$ cat config.mk
export PLATFORM = sky130hd
export DESIGN_NAME = pc_sequencer
export DESIGN_NICKNAME = d
export VERILOG_FILES = /design/src/rtl/pc_sequencer.sv
export SDC_FILE = /design/constraint.sdc
export NUM_CORES = 1
export LEC_CHECK = 0
export CORE_ASPECT_RATIO = 2
export CORE_MARGIN = 3
export CORE_UTILIZATION = 44
export CTS_BUF_LIST = sky130_fd_sc_hd__clkbuf_4
export CTS_CLUSTER_DIAMETER = 60
export CTS_CLUSTER_SIZE = 30
export DETAILED_ROUTE_END_ITERATION = 12
export PLACE_DENSITY = 0.83
export SYNTH_ARGS = -nofsm -noshare
export SYNTH_HDL_FRONTEND = slang
export SYNTH_SLANG_ARGS = --single-unit
$ cat constraint.sdc
create_clock -name Clk -period 2.5 [get_ports Clk]
set_input_delay 0.375 -clock Clk [delete_from_list [all_inputs] [get_ports Clk]]
set_output_delay 0.375 -clock Clk [all_outputs]
set_load 0.02 [all_outputs]
$ cat src/rtl/pc_sequencer.sv
// pc_sequencer: program-counter sequencer for the 12-bit RISC core.
// Generates the fetch address every cycle and drives the call/return stack
// (push on CALL, pop on RET, one-cycle bubble while popped data returns).
// Optional feature macro: STACK_ERR_TRAP_EN -- when defined, a stack
// overflow/underflow redirects the PC to TRAP_VEC instead of PC+1.

module pc_sequencer #(
   parameter int              PC_W      = 12,
   parameter int              DEPTH     = 8,
   parameter logic [PC_W-1:0] RESET_VEC = 12'h000,
   parameter logic [PC_W-1:0] TRAP_VEC  = 12'hFF0
) (
   input  logic            Clk,
   input  logic            Reset,
   input  logic            Stall,
   input  logic            Call,
   input  logic            Ret,
   input  logic            Branch,
   input  logic [PC_W-1:0] TargetAddr,
   input  logic [PC_W-1:0] PopDataIn,
   input  logic            StackFull,
   output logic            PushEnbl,
   output logic            PopEnbl,
   output logic [PC_W-1:0] PushData,
   output logic [PC_W-1:0] PC,
   output logic            PCValid,
   output logic            StackErr
);

   localparam int DW = $clog2(DEPTH + 1);

`ifdef STACK_ERR_TRAP_EN
   localparam bit TRAP_EN = 1'b1;
`else
   localparam bit TRAP_EN = 1'b0;
`endif

   typedef enum logic {
      FETCH    = 1'b0,
      RET_WAIT = 1'b1
   } state_t;

   state_t          state_q, state_d;
   logic [PC_W-1:0] pc_q, pc_d;
   logic [DW-1:0]   depth_q, depth_d;
   logic            err_q, err_d;
   logic            valid_q;
   logic            push_c, pop_c;
   logic [PC_W-1:0] pc_inc;
   logic [PC_W-1:0] err_pc;
   logic            depth_empty, depth_full;

   assign pc_inc      = pc_q + PC_W'(1);
   assign err_pc      = TRAP_EN ? TRAP_VEC : pc_inc;
   assign depth_empty = (depth_q == '0);
   assign depth_full  = (depth_q == DW'(DEPTH));

   // Next-state, next-PC and stack strobe decode (Stall > Ret > Call > Branch > seq)
   always_comb begin
      state_d = state_q;
      pc_d    = pc_q;
      depth_d = depth_q;
      err_d   = err_q;
      push_c  = 1'b0;
      pop_c   = 1'b0;
      case (state_q)
         FETCH: begin
            if (Stall) begin
               pc_d = pc_q;
            end else if (Ret) begin
               if (!depth_empty) begin
                  pop_c   = 1'b1;
                  depth_d = depth_q - DW'(1);
                  state_d = RET_WAIT;
               end else begin
                  err_d = 1'b1;
                  pc_d  = err_pc;
               end
            end else if (Call) begin
               if (!StackFull && !depth_full) begin
                  push_c  = 1'b1;
                  depth_d = depth_q + DW'(1);
                  pc_d    = TargetAddr;
               end else begin
                  err_d = 1'b1;
                  pc_d  = err_pc;
               end
            end else if (Branch) begin
               pc_d = TargetAddr;
            end else begin
               pc_d = pc_inc;
            end
         end
         RET_WAIT: begin
            pc_d    = PopDataIn;
            state_d = FETCH;
         end
         default: state_d = FETCH;
      endcase
   end

   // Sequencer state; PCValid is registered so it rises on the first edge after reset
   always_ff @(posedge Clk or negedge Reset) begin
      if (!Reset) begin
         state_q <= FETCH;
         pc_q    <= RESET_VEC;
         depth_q <= '0;
         err_q   <= 1'b0;
         valid_q <= 1'b0;
      end else begin
         state_q <= state_d;
         pc_q    <= pc_d;
         depth_q <= depth_d;
         err_q   <= err_d;
         valid_q <= (state_d == FETCH);
      end
   end

   // Strobes are combinational with the command but gated off while reset is held
   assign PushEnbl = push_c & Reset;
   assign PopEnbl  = pop_c & Reset;
   assign PushData = (push_c & Reset) ? pc_inc : '0;
   assign PC       = pc_q;
   assign PCValid  = valid_q;
   assign StackErr = err_q;

endmodule

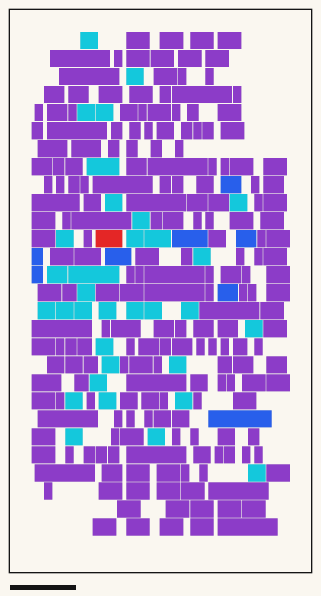
(images/sizing.png)
The bar under the picture is 10 um long.
x1 and smaller: shown in purple, cells 204, most used clkdlybuf4s50_1. x3 and x4: shown in cyan, cells 33, most used buf_4. x2: shown in blue, cells 8, most used a21oi_2. x6 and larger: shown in red, cells 1, most used buf_6.

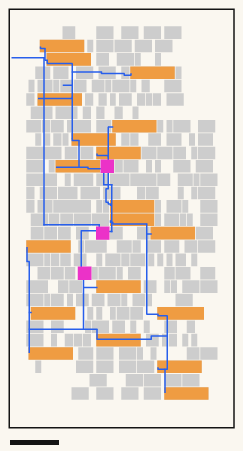
(images/clock_wires.png)
The bar under the picture is 10 um long.
flip-flops: shown in orange, count 19. clock wires: shown in blue, length 286 um. clock-net drivers: shown in magenta, count 3.
There are 4 routed clock nets.

==> run_results.csv <==
group,metric,value,unit
run_status,status,"complete, no violations",
logic_synthesis,ys_chip_area,1370,um^2
setup_path,worstSetupPathType,"flip-flop to output port",
clock_network,cts.sinks,19,
setup_path,cp-start-kind,"flip-flop",
setup_path,cp.arrival,2.03,ns
floorplan,chipArea,3850,um^2
sta,finalClockPeriodUsage,0.964,
global_routing,grt_pass1_vias,1497,
sta,drv_slew,0,
global_routing,grt-ovfl-total,0,
clock_network,worstSkewPairLatency,0.30,ns
job,warning_count,26,
drt,top_layer,"met4",
drt,wl_per_cell,15.2,um
clock_network,cts_hold_buf,0,
sta,worstMarginPinSlew,0.482,ns
clock_network,numCtsBuffers,3,
placed_design,post-place-ws,-0.112,ns
clock_network,cts_htree_levels,1,
drt,drc,0,
logic_synthesis,ys_cells,166,
global_routing,met1_usage,0.233,
sta,hold_viol,0,
layout,layout-drive-gt1-share,0.171,
floorplan,fp_util,0.459,
pwr,leakage,0.983,nW
clock_network,cts_buffer_depth,2,
setup_path,cp_max_fo,5,
sta,fin_ws,0.0908,ns
logic_synthesis,ys_types,34,
layout,nets,282,
logic_synthesis,post_synth.cell_area_avg,8.24,um^2
pwr,ir_worst_vdd,0.539,mV
setup_path,worst_r2r_path_depth,8,
placed_design,gp_congestion,0.838,
placed_design,port_buffers,58,
drt,wl_met3,151,um
floorplan,die_w,45.4,um
clock_network,root_buffer,"clkbuf_4",
sta,rsz0062_at_grt,"no",
drt,ant_nets,0,
layout,layout_top_cell,"clkdlybuf4s50_1",
floorplan,core_area,2980,um^2
drt,routed-wl-met2,2.60,mm
layout,syn_to_final_growth,58.4,%
sta,setup_violations,0,
floorplan,die_h,84.8,um
global_routing,grt_start_max_net_pins,29,
global_routing,grt_pass1_wl,6.71,mm
global_routing,antenna_found_initial,0,
drt,dr.pass1.iters,4,
logic_synthesis,numSynthFlops,19,
drt,via_count,1509,
clock_network,clk_pin_slew,0.12,ns
sta,setup-tns-final,0,ns
job,maxCapViolations,0,
sta,min_period,2.41,ns
layout,mostFrequentLayoutCells,"44 x clkdlybuf4s50_1, 28 x nor2_1, 25 x buf_4",
drt,wl_met1,1.39,mm
placed_design,hpwl,3.27,mm
logic_synthesis,syn-instance-count,166,
floorplan,num_io_pins,59,
pwr,p_per_area,906,nW/um^2
sta,skew,0.00888,ns
drt,via_per_inst,5.47,
logic_synthesis,syn_nets,201,
min_path,hp-class,"flip-flop to flip-flop",
layout,antenna_cells,0,
logic_synthesis,ys_warn_count,0,
sta,hold_ws,0.482,ns
drt,drt_iter0_drc,36,
global_routing,grt_use_met3,0.0212,
logic_synthesis,postSynthSeqShare,0.348,
setup_path,required,2.12,ns
logic_synthesis,syn-cell-area,1370,um^2
min_path,whs_path_depth,1,
clock_network,cts_tree,"yes",
setup_path,crit_path_end_kind,"output port",
global_routing,busiest_layer,"met2",
global_routing,grt.total_usage,0.231,
drt,drt-total-wl,4.21,mm
sta,slew_headroom,0.679,
global_routing,gr-usage-met2,0.446,
floorplan,fp-row-count,28,
sta,max_freq,415,MHz
## state kept, by name (all words and copies together) (netlist names)
name,flops
PC,12
depth_q,4
PCValid,1
StackErr,1
state_q,1
## metrics by stage
step / instance area, um^2 / utilization / power [mW] / cells
after floorplan: 1370 / - / 1.25 / 166
after global placement: 2120 / 0.711 / 1.74 / 270
after detailed placement: 2120 / 0.711 / 1.77 / 270
after CTS: 2140 / 0.717 / 1.94 / 274
after global routing: 2170 / 0.727 / 2.11 / 276
final: 2170 / 0.727 / 1.96 / 276
## worst max-delay path, stage by stage (launching register included)
cell and delay, ns:
dfrtp_1 0.40, or4b_4 0.55, and2_4 0.16, nand4_1 0.11, buf_4 0.16, inv_1 0.05, and2_1 0.16, buf_2 0.16
## power breakdown
group / switching [mW] / internal, mW / leakage (nW)
Combinational: 0.597 / 0.610 / 0.736
Sequential: 0.141 / 0.439 / 0.228
Clock: 0.102 / 0.0730 / 0.0184
Total: 0.840 / 1.12 / 0.983
## logic make-up after synthesis
kind of cell	share of synthesized area
DFF	0.348
and+or+nand+nor	0.220
adders and majority gates	0.0421
AOI/OAI and AO/OA	0.227
buffers and inverters	0.0659
xor gates and xnor gates	0.0897
muxes	0.00823
## final cells by class
type / count / area (um^2)
Timing Repair Buffer: 84 / 769
Multi-Input combinational cell: 128 / 811
Fill cell: 232 / 812
Inverter: 11 / 41.3
Clock buffer: 4 / 30.0
Sequential cell: 19 / 477
Tap cell: 30 / 37.5
## timing repair
| item | 4_1_cts | 5_1_grt |
|---|---|---|
| gates resized | 19 | 14 |
| pin swaps | 0 | 1 |
| setup buffers | 0 | 2 |
| endpoints found under the setup margin | 13 | 14 |
## final timing paths
kind | to | startpoint | slack [ns]
max in group asynchronous | PC[5] | Reset | 1.65
setup / recovery | PushData[1] | depth_q[1] | 0.09
hold reg to reg | StackErr | StackErr | 0.48
setup reg to reg | PC[8] | depth_q[0] | 0.22
min in group asynchronous | PCValid | Reset | 0.62
hold / removal | StackErr | StackErr | 0.48
## synthesized netlist by cell type, drive strengths merged
| library cell | instances | area [um^2] |
|---|---|---|
| a21o | 6 | 45.0 |
| a21oi | 19 | 106 |
| a221o | 4 | 40.0 |
| a22o | 1 | 8.76 |
| a31oi | 1 | 21.3 |
| and2 | 2 | 12.5 |
| and3 | 1 | 6.26 |
| and4 | 1 | 8.76 |
| buf | 5 | 37.5 |
| clkbuf | 3 | 11.3 |
| dfrtp | 19 | 475 |
| fa | 1 | 20.0 |
| ha | 3 | 37.5 |
| inv | 11 | 41.3 |
| mux2 | 1 | 11.3 |
| nand2 | 21 | 78.8 |
| nand3 | 2 | 10.0 |
| nand4 | 3 | 18.8 |
| nor2 | 29 | 116 |
| nor3 | 1 | 5.00 |
| nor3b | 2 | 15.0 |
| nor4b | 1 | 8.76 |
| o211ai | 6 | 45.0 |
| o21a | 1 | 7.51 |
| o21ai | 5 | 25.0 |
| o41a | 1 | 11.3 |
| or2 | 1 | 6.26 |
| or4b | 1 | 13.8 |
| xnor2 | 8 | 70.1 |
| xor2 | 6 | 52.6 |
Power and IR drop assume default switching activity.
